`config.mk`:
```
export PLATFORM = sky130hd
export DESIGN_NAME = ps2_key_tracker
export DESIGN_NICKNAME = d
export VERILOG_FILES = /design/src/rtl/ps2_key_tracker_pkg.sv /design/src/rtl/ps2_frame_rx.sv /design/src/rtl/ps2_key_tracker.sv
export SDC_FILE = /design/constraint.sdc
export NUM_CORES = 1
export LEC_CHECK = 0
export ABC_AREA = 1
export CORE_ASPECT_RATIO = 0.6
export CORE_MARGIN = 2
export CORE_UTILIZATION = 30
export CTS_BUF_LIST = sky130_fd_sc_hd__clkbuf_4 sky130_fd_sc_hd__clkbuf_8 sky130_fd_sc_hd__clkbuf_16
export CTS_CLUSTER_SIZE = 10
export DETAILED_ROUTE_END_ITERATION = 8
export PLACE_DENSITY = 0.42
export SLEW_MARGIN = 15
export SYNTH_ARGS = -nofsm -noshare
export SYNTH_HDL_FRONTEND = slang
export SYNTH_SLANG_ARGS = --single-unit
```
`constraint.sdc`:
```
create_clock -name clk -period 2.5 [get_ports clk]
set_input_delay 0.75 -clock clk [delete_from_list [all_inputs] [get_ports clk]]
set_output_delay 0.75 -clock clk [all_outputs]
set_load 0.1 [all_outputs]
```
`src/rtl/ps2_key_tracker_pkg.sv`:
```
// Shared definitions for the PS/2 keyboard path: scancode constants, decoder
// state encoding and the key_state bit layout used by the ASCII converter.
package ps2_key_tracker_pkg;

    localparam logic [7:0] SC_EXT    = 8'hE0;
    localparam logic [7:0] SC_BRK    = 8'hF0;
    localparam logic [7:0] SC_LSHIFT = 8'h12;
    localparam logic [7:0] SC_RSHIFT = 8'h59;
    localparam logic [7:0] SC_CAPS   = 8'h58;

    typedef enum logic [1:0] {
        DEC_IDLE    = 2'd0,
        DEC_EXT     = 2'd1,
        DEC_BRK     = 2'd2,
        DEC_EXT_BRK = 2'd3
    } dec_state_t;

    // key_state = {caps_lock, shift}; the ASCII table select uses the same bits.
    localparam int KS_SHIFT = 0;
    localparam int KS_CAPS  = 1;

    function automatic logic is_prefix(input logic [7:0] b);
        return (b == SC_EXT) || (b == SC_BRK);
    endfunction

endpackage

```
`src/rtl/ps2_frame_rx.sv`:
```
// PS/2 frame receiver: synchronises the raw lines, samples data on ps2_clk
// falling edges and emits one byte per good 11-bit frame or an error pulse.
module ps2_frame_rx #(
    parameter int TIMEOUT_CYCLES = 50000
) (
    input  logic       clk,
    input  logic       clrn,
    input  logic       i_ps2_clk,
    input  logic       i_ps2_data,
    output logic [7:0] o_byte,
    output logic       o_byte_valid,
    output logic       o_err
);

    localparam int TW = $clog2(TIMEOUT_CYCLES + 1);

    logic [2:0]    r_clk_sync;
    logic [2:0]    r_dat_sync;
    logic          r_clk_prev;
    logic [3:0]    r_bit_cnt;
    logic [7:0]    r_shift;
    logic          r_parity;
    logic [TW-1:0] r_idle_cnt;
    logic [7:0]    r_byte;
    logic          r_byte_valid;
    logic          r_err;

    logic w_fall;
    logic w_bit;

    assign w_fall = r_clk_prev & ~r_clk_sync[2];
    assign w_bit  = r_dat_sync[2];

    assign o_byte       = r_byte;
    assign o_byte_valid = r_byte_valid;
    assign o_err        = r_err;

    // r_bit_cnt: 0 waits for start, 1..8 data, 9 parity, 10 stop.
    always_ff @(posedge clk or negedge clrn) begin
        if (!clrn) begin
            r_clk_sync   <= 3'b111;
            r_dat_sync   <= 3'b111;
            r_clk_prev   <= 1'b1;
            r_bit_cnt    <= 4'd0;
            r_shift      <= 8'h00;
            r_parity     <= 1'b0;
            r_idle_cnt   <= '0;
            r_byte       <= 8'h00;
            r_byte_valid <= 1'b0;
            r_err        <= 1'b0;
        end else begin
            r_clk_sync   <= {r_clk_sync[1:0], i_ps2_clk};
            r_dat_sync   <= {r_dat_sync[1:0], i_ps2_data};
            r_clk_prev   <= r_clk_sync[2];
            r_byte_valid <= 1'b0;
            r_err        <= 1'b0;
            if (w_fall) begin
                r_idle_cnt <= '0;
                case (r_bit_cnt)
                    4'd0: begin
                        if (!w_bit) r_bit_cnt <= 4'd1;
                        else        r_err     <= 1'b1;
                    end
                    4'd9: begin
                        r_parity  <= w_bit;
                        r_bit_cnt <= 4'd10;
                    end
                    4'd10: begin
                        r_bit_cnt <= 4'd0;
                        if (w_bit && (^{r_shift, r_parity})) begin
                            r_byte       <= r_shift;
                            r_byte_valid <= 1'b1;
                        end else begin
                            r_err <= 1'b1;
                        end
                    end
                    default: begin
                        r_shift   <= {w_bit, r_shift[7:1]};
                        r_bit_cnt <= r_bit_cnt + 4'd1;
                    end
                endcase
            end else if (r_bit_cnt != 4'd0) begin
                // A stalled partial frame is dropped silently so the next start bit resyncs.
                if (r_idle_cnt == TW'(TIMEOUT_CYCLES - 1)) begin
                    r_bit_cnt  <= 4'd0;
                    r_idle_cnt <= '0;
                end else begin
                    r_idle_cnt <= r_idle_cnt + TW'(1);
                end
            end
        end
    end

endmodule

```
`src/rtl/ps2_key_tracker.sv`:
```
// PS/2 key tracker: frame receiver, byte FIFO and E0/F0 prefix decoder with
// Shift/CapsLock tracking, presenting key-make events over valid/ready.
module ps2_key_tracker
    import ps2_key_tracker_pkg::*;
#(
    parameter int TIMEOUT_CYCLES = 50000,
    parameter int FIFO_DEPTH     = 8
) (
    input  logic       clk,
    input  logic       clrn,
    input  logic       ps2_clk,
    input  logic       ps2_data,
    input  logic       key_ready,
    output logic       key_valid,
    output logic [7:0] key_code,
    output logic       key_ext,
    output logic [1:0] key_state,
    output logic       caps_led,
    output logic       frame_err,
    output logic       overflow
);

    localparam int AW = $clog2(FIFO_DEPTH);
    localparam logic [AW:0] FULL_COUNT = (AW+1)'(FIFO_DEPTH);

    logic [7:0] w_rx_byte;
    logic       w_rx_valid;
    logic       w_rx_err;

    ps2_frame_rx #(.TIMEOUT_CYCLES(TIMEOUT_CYCLES)) u_frame_rx (
        .clk          (clk),
        .clrn         (clrn),
        .i_ps2_clk    (ps2_clk),
        .i_ps2_data   (ps2_data),
        .o_byte       (w_rx_byte),
        .o_byte_valid (w_rx_valid),
        .o_err        (w_rx_err)
    );

    logic [7:0]    r_mem [FIFO_DEPTH];
    logic [AW-1:0] r_wr_ptr;
    logic [AW-1:0] r_rd_ptr;
    logic [AW:0]   r_count;
    logic          r_overflow;
    logic          r_frame_err;

    dec_state_t r_state;
    logic       r_lshift;
    logic       r_rshift;
    logic       r_caps;
    logic       r_caps_held;
    logic       r_key_valid;
    logic [7:0] r_key_code;
    logic       r_key_ext;
    logic [1:0] r_key_state;

    logic       w_full;
    logic       w_empty;
    logic       w_pop;
    logic       w_push;
    logic [7:0] w_byte;
    logic       w_is_prefix;
    logic       w_ext_ctx;
    logic       w_make;
    logic       w_brk;
    logic       w_is_lshift;
    logic       w_is_rshift;
    logic       w_is_caps;
    logic       w_is_fake;
    logic       w_event;

    assign w_full  = (r_count == FULL_COUNT);
    assign w_empty = (r_count == '0);
    assign w_pop   = !w_empty && (!r_key_valid || key_ready);
    // A push into a full FIFO still succeeds when the same cycle frees a slot.
    assign w_push  = w_rx_valid && (!w_full || w_pop);

    always_ff @(posedge clk or negedge clrn) begin
        if (!clrn) begin
            r_wr_ptr    <= '0;
            r_rd_ptr    <= '0;
            r_count     <= '0;
            r_overflow  <= 1'b0;
            r_frame_err <= 1'b0;
        end else begin
            if (w_push) r_wr_ptr <= r_wr_ptr + AW'(1);
            if (w_pop)  r_rd_ptr <= r_rd_ptr + AW'(1);
            if (w_push && !w_pop)      r_count <= r_count + (AW+1)'(1);
            else if (!w_push && w_pop) r_count <= r_count - (AW+1)'(1);
            if (w_rx_valid && !w_push) r_overflow  <= 1'b1;
            if (w_rx_err)              r_frame_err <= 1'b1;
        end
    end

    always_ff @(posedge clk) begin
        if (w_push) r_mem[r_wr_ptr] <= w_rx_byte;
    end

    assign w_byte      = r_mem[r_rd_ptr];
    assign w_is_prefix = is_prefix(w_byte);
    assign w_ext_ctx   = (r_state == DEC_EXT) || (r_state == DEC_EXT_BRK);
    assign w_make      = w_pop && !w_is_prefix && ((r_state == DEC_IDLE) || (r_state == DEC_EXT));
    assign w_brk       = w_pop && !w_is_prefix && ((r_state == DEC_BRK) || (r_state == DEC_EXT_BRK));
    assign w_is_lshift = !w_ext_ctx && (w_byte == SC_LSHIFT);
    assign w_is_rshift = !w_ext_ctx && (w_byte == SC_RSHIFT);
    assign w_is_caps   = !w_ext_ctx && (w_byte == SC_CAPS);
    // E0 12 is the fake shift some keyboards wrap around extended keys.
    assign w_is_fake   = w_ext_ctx && (w_byte == SC_LSHIFT);
    assign w_event     = w_make && !(w_is_lshift || w_is_rshift || w_is_caps || w_is_fake);

    always_ff @(posedge clk or negedge clrn) begin
        if (!clrn) begin
            r_state     <= DEC_IDLE;
            r_lshift    <= 1'b0;
            r_rshift    <= 1'b0;
            r_caps      <= 1'b0;
            r_caps_held <= 1'b0;
            r_key_valid <= 1'b0;
            r_key_code  <= 8'h00;
            r_key_ext   <= 1'b0;
            r_key_state <= 2'b00;
        end else begin
            if (r_key_valid && key_ready) r_key_valid <= 1'b0;

            if (w_pop) begin
                case (r_state)
                    DEC_IDLE: begin
                        if (w_byte == SC_EXT)      r_state <= DEC_EXT;
                        else if (w_byte == SC_BRK) r_state <= DEC_BRK;
                    end
                    DEC_EXT: begin
                        if (w_byte == SC_BRK)      r_state <= DEC_EXT_BRK;
                        else if (w_byte != SC_EXT) r_state <= DEC_IDLE;
                    end
                    default: begin
                        if (!w_is_prefix) r_state <= DEC_IDLE;
                    end
                endcase
            end

            if (w_make && w_is_lshift) r_lshift <= 1'b1;
            if (w_brk && w_is_lshift)  r_lshift <= 1'b0;
            if (w_make && w_is_rshift) r_rshift <= 1'b1;
            if (w_brk && w_is_rshift)  r_rshift <= 1'b0;

            // Held CapsLock repeats must not keep toggling the lock.
            if (w_make && w_is_caps) begin
                if (!r_caps_held) r_caps <= ~r_caps;
                r_caps_held <= 1'b1;
            end
            if (w_brk && w_is_caps) r_caps_held <= 1'b0;

            if (w_event) begin
                r_key_code            <= w_byte;
                r_key_ext             <= w_ext_ctx;
                r_key_state[KS_CAPS]  <= r_caps;
                r_key_state[KS_SHIFT] <= r_lshift | r_rshift;
                r_key_valid           <= 1'b1;
            end
        end
    end

    assign key_valid = r_key_valid;
    assign key_code  = r_key_code;
    assign key_ext   = r_key_ext;
    assign key_state = r_key_state;
    assign caps_led  = r_caps;
    assign frame_err = r_frame_err;
    assign overflow  = r_overflow;

endmodule
```
Run 1, routed metal per tile:
The bar under the picture is 50 um long. 39 x 24 tiles, from dark purple (low) to yellow (high), scaled to the fullest tile. Values are wire area over tile area, all layers added.
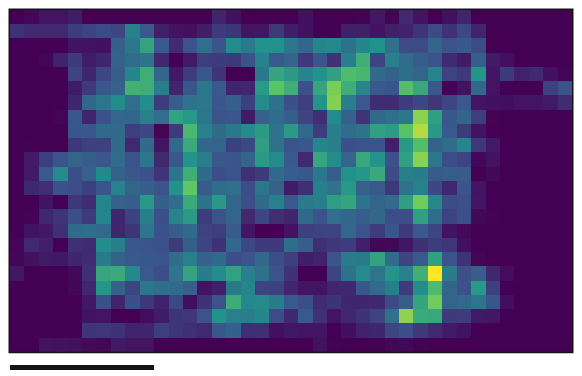
The fullest tile reaches 0.49. The densest ninth of the die: center. 27% of the tiles are nearly empty. 8.7% of the tiles are over half the peak. The mean over all tiles is 0.10.
vias after detailed routing: 4742
final WL: 15000 um
average wire per standard cell: 14.3 um

Run 1, M4 wires:
The bar under the picture is 50 um long. Supply wires on this layer in gray.
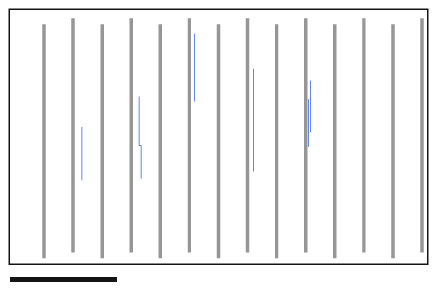
The layer carries 188 um of wire. The layer holds 1.3% of the routed length. The longest straight run is 47.6 um. 4 nets have wire on it. The wires run mostly vertical.

==> impl_table.tex, run 1 <==
% Yosys + OpenROAD metrics
\begin{tabular}{lr}
\hline
Metric & Value \\
\hline
\multicolumn{2}{l}{\textbf{Status}} \\
Outcome & finished clean \\
\multicolumn{2}{l}{\textbf{GRT}} \\
Met1 usage & 21.8\% \\
Antenna violations before repair & 0 \\
Final global-route overflow total & 0 \\
Global-route met2 utilization & between 10\% and 20\% \\
\multicolumn{2}{l}{\textbf{Logic synthesis}} \\
Fraction of synthesis flops using an asynchronous set or reset pin & between 50\% and 60\% \\
Leading cell types by total area after synthesis & sky130\_fd\_sc\_hd\_\_edfxtp\_1 (29\%), sky130\_fd\_sc\_hd\_\_dfrtp\_1 (26\%), sky130\_fd\_sc\_hd\_\_nand2\_1 (11\%) \\
\multicolumn{2}{l}{\textbf{Cells and area}} \\
Cell type taking the most area & flip-flops and latches \\
Proportion of cell area spent on the clock network & 7.42\% \\
Logic share of the area & 28.6\% \\
Area taken by multi-input logic gates & roughly 2200 um2 \\
Flop count & 140 \\
Post-Route Utilization & 36.9\% \\
Commonest Layout Cell & sky130\_fd\_sc\_hd\_\_nand2\_1 \\
\multicolumn{2}{l}{\textbf{Run}} \\
Max capacitance violation total & 0 \\
\multicolumn{2}{l}{\textbf{STA}} \\
TNS Setup & 0 ns \\
Final period demand of the worst path & 2.27 ns \\
\multicolumn{2}{l}{\textbf{Routing}} \\
Count of nets left with antenna violations after detail routing & 0 \\
Detailed-routing iteration count for the pre-antenna-repair pass & 8 \\
\multicolumn{2}{l}{\textbf{Critical path}} \\
CP Buf/Inv Count & 4 \\
Crit path to & key\_code[3] \\
Cell count of the worst reg-to-reg path & 14 \\
Crit-path max FO & 19 \\
\multicolumn{2}{l}{\textbf{Floorplan}} \\
Die outline width & 195 um \\
Floorplan die height & 118 um \\
Area of the chip & 23000 um2 \\
\multicolumn{2}{l}{\textbf{Clocking}} \\
TritonCTS buffer count & 17 \\
Clk pin slew, worst setup/hold paths & 0.06 ns \\
Sink count of the clock tree & 140 \\
\multicolumn{2}{l}{\textbf{Place}} \\
Worst setup timing slack at the placement stage & -0.580 ns \\
\hline
\end{tabular}
Run 1, sequential cells colored by netlist name:
Other sequential cells in the stronger gray, the rest of the logic in the fainter gray.
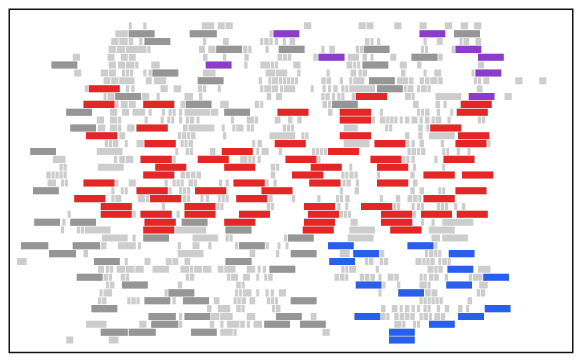
Blue stands for u_frame_rx.r_idle_cnt, placed flops 16, where south-east. Red stands for r_mem, placed flops 64. Purple stands for key_code, placed flops 8.
combined flip-flop and latch cell area: 3830 um2
register fraction of the total cell area: 49.0%
sequential power: 0.00326 W

==> inputs of run 2 (changes only) <==
- RECOVER_POWER: default -> 50
==> impl_table.tex, run 2 <==
% Yosys + OpenROAD metrics
\begin{tabular}{lr}
\hline
Metric & Value \\
\hline
\multicolumn{2}{l}{\textbf{Cells and area}} \\
Cell type taking the most area & flip-flops and latches \\
Area taken by multi-input logic gates & 2240 um2 \\
Logic share of the area & around 29\% \\
Commonest Layout Cell & sky130\_fd\_sc\_hd\_\_nand2\_1 \\
Combined flip-flop and latch cell area & roughly 3800 um2 \\
Proportion of cell area spent on the clock network & 7.44\% \\
\multicolumn{2}{l}{\textbf{Clocking}} \\
TritonCTS buffer count & 17 \\
Clk pin slew, worst setup/hold paths & around 0.060 ns \\
\multicolumn{2}{l}{\textbf{GRT}} \\
Antenna violations before repair & 0 \\
Final global-route overflow total & 0 \\
Global-route met2 utilization & 18.8\% \\
Met1 usage & 21.8\% \\
\multicolumn{2}{l}{\textbf{Status}} \\
Outcome & finished clean \\
\multicolumn{2}{l}{\textbf{Critical path}} \\
CP Buf/Inv Count & 4 \\
Crit path to & key\_code[3] \\
Crit-path max FO & 19 \\
Cell count of the worst reg-to-reg path & 14 \\
\multicolumn{2}{l}{\textbf{Logic synthesis}} \\
Leading cell types by total area after synthesis & sky130\_fd\_sc\_hd\_\_edfxtp\_1 (29\%), sky130\_fd\_sc\_hd\_\_dfrtp\_1 (26\%), sky130\_fd\_sc\_hd\_\_nand2\_1 (11\%) \\
Fraction of synthesis flops using an asynchronous set or reset pin & 54.3\% \\
\multicolumn{2}{l}{\textbf{Place}} \\
Worst setup timing slack at the placement stage & -0.580 ns \\
\multicolumn{2}{l}{\textbf{Routing}} \\
Vias after detailed routing & 4755 \\
Detailed-routing iteration count for the pre-antenna-repair pass & 5 \\
\multicolumn{2}{l}{\textbf{Floorplan}} \\
Floorplan die height & 118 um \\
\multicolumn{2}{l}{\textbf{STA}} \\
TNS Setup & 0 ns \\
\multicolumn{2}{l}{\textbf{Power and ir drop}} \\
Sequential power & between 0.003 and 0.004 W \\
\hline
\end{tabular}
Run 2, cell outlines without signal wires:
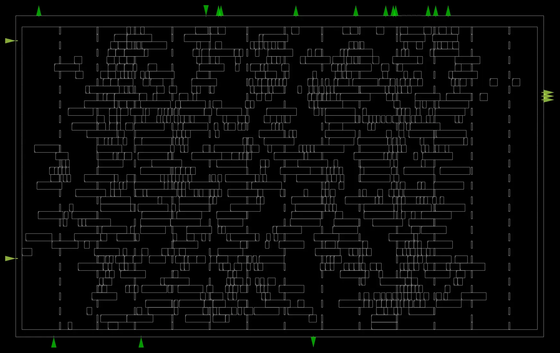
Filler Cell Count: 2127
register fraction of the total cell area: 49.1%
Post-Route Utilization: 36.8%
flop count: 140
Core Footprint: 21200 um2

Run 2, clock distribution:
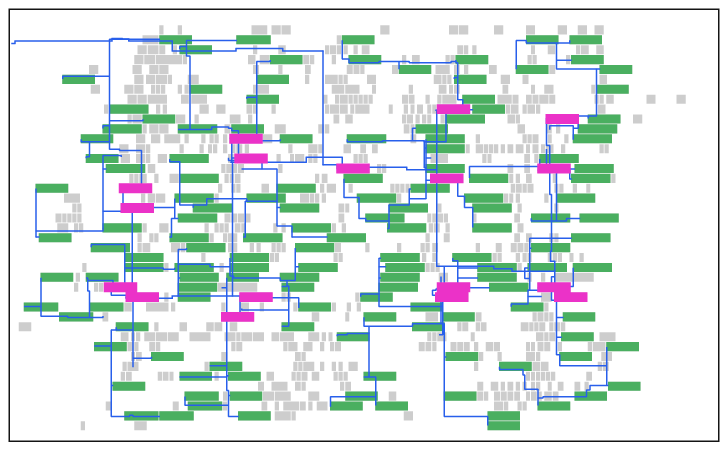
Blue stands for clock wires, length 1980 um. Green stands for flip-flops, count 140. Magenta stands for clock-net drivers, count 17.
Position of the flops: all over the die.

==> inputs of run 3 (changes only) <==
- CORE_UTILIZATION: 30 -> 60
- PLACE_DENSITY: 0.42 -> 0.89
- SLEW_MARGIN: 15 -> 10
==> impl_table.tex, run 3 <==
% Yosys + OpenROAD metrics
\begin{tabular}{lr}
\hline
Metric & Value \\
\hline
\multicolumn{2}{l}{\textbf{Run}} \\
Max capacitance violation total & 1 \\
\multicolumn{2}{l}{\textbf{Place}} \\
Worst setup timing slack at the placement stage & -0.514 ns \\
\multicolumn{2}{l}{\textbf{Logic synthesis}} \\
Leading cell types by total area after synthesis & sky130\_fd\_sc\_hd\_\_edfxtp\_1 (29\%), sky130\_fd\_sc\_hd\_\_dfrtp\_1 (26\%), sky130\_fd\_sc\_hd\_\_nand2\_1 (11\%) \\
Fraction of synthesis flops using an asynchronous set or reset pin & 54.3\% \\
Proportion of synthesized area in mux cells & 0.325\% \\
\multicolumn{2}{l}{\textbf{Clocking}} \\
Clk pin slew, worst setup/hold paths & 0.06 ns \\
Sink count of the clock tree & roughly 140 \\
\multicolumn{2}{l}{\textbf{Cells and area}} \\
Post-Route Utilization & between 70\% and 80\% \\
Area taken by multi-input logic gates & 2240 um2 \\
Logic share of the area & 29.5\% \\
Commonest Layout Cell & sky130\_fd\_sc\_hd\_\_nand2\_1 \\
Filler Cell Count & 684 \\
Flop count & 140 \\
Plain + repair buffers & 45 \\
Combined flip-flop and latch cell area & 3830 um2 \\
Register fraction of the total cell area & 50.5\% \\
Cell type taking the most area & flip-flops and latches \\
\multicolumn{2}{l}{\textbf{GRT}} \\
Most Crowded Layer GR & met2 \\
Antenna violations before repair & 0 \\
Met1 usage & 39.0\% \\
Global-route met2 utilization & 42.6\% \\
Final global-route overflow total & 0 \\
\multicolumn{2}{l}{\textbf{Floorplan}} \\
Core Footprint & 10600 um2 \\
Floorplan die height & 84.9 um \\
Area of the chip & around 12000 um2 \\
Die outline width & 139 um \\
\multicolumn{2}{l}{\textbf{Status}} \\
Violated checks & capacitance limit, slew limit \\
Outcome & complete, but fails checks \\
\multicolumn{2}{l}{\textbf{Power and ir drop}} \\
Sequential power & 0.00331 W \\
\multicolumn{2}{l}{\textbf{STA}} \\
TNS Setup & 0 ns \\
Slew Viols, Final & 29 \\
\multicolumn{2}{l}{\textbf{Critical path}} \\
Crit path to & key\_state[0] \\
CP Buf/Inv Count & 2 \\
Cell count of the worst reg-to-reg path & 14 \\
\multicolumn{2}{l}{\textbf{Routing}} \\
Detailed-routing iteration count for the pre-antenna-repair pass & 7 \\
Count of nets left with antenna violations after detail routing & 0 \\
\hline
\end{tabular}
Run 3, routed metal per tile:
The bar under the picture is 50 um long. 28 x 17 tiles, from dark purple (low) to yellow (high), scaled to the fullest tile. Values are wire area over tile area, all layers added.
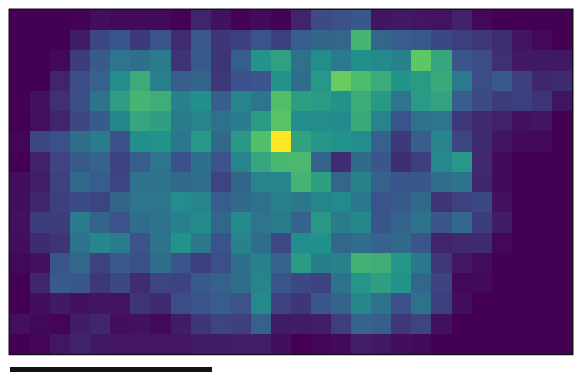
vias after detailed routing: 5174
average wire per standard cell: 17.7 um

Run 3, clock distribution:
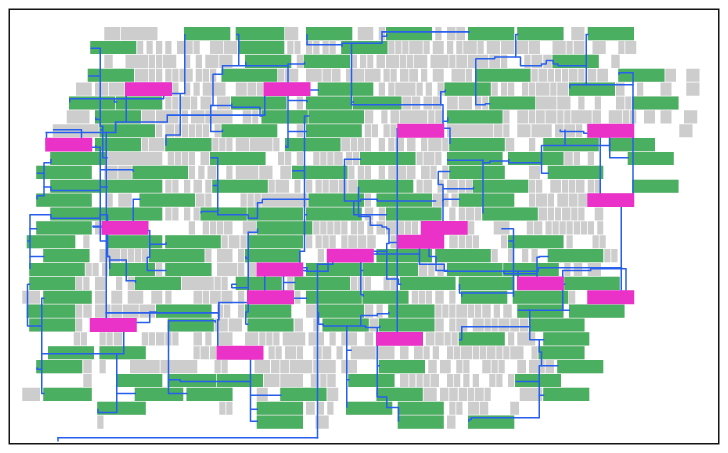
Blue stands for clock wires, length 1620 um. Magenta stands for clock-net drivers, count 17. Green stands for flip-flops, count 140.
There are 18 routed clock nets. Position of the flops: all over the die.
clock latency of the later-clocked register in the worst-skew pair: 0.42 ns
post-route clock skew: 0.0100 ns
share of total power in the clock network: 25.4%

Power and IR drop assume default switching activity.
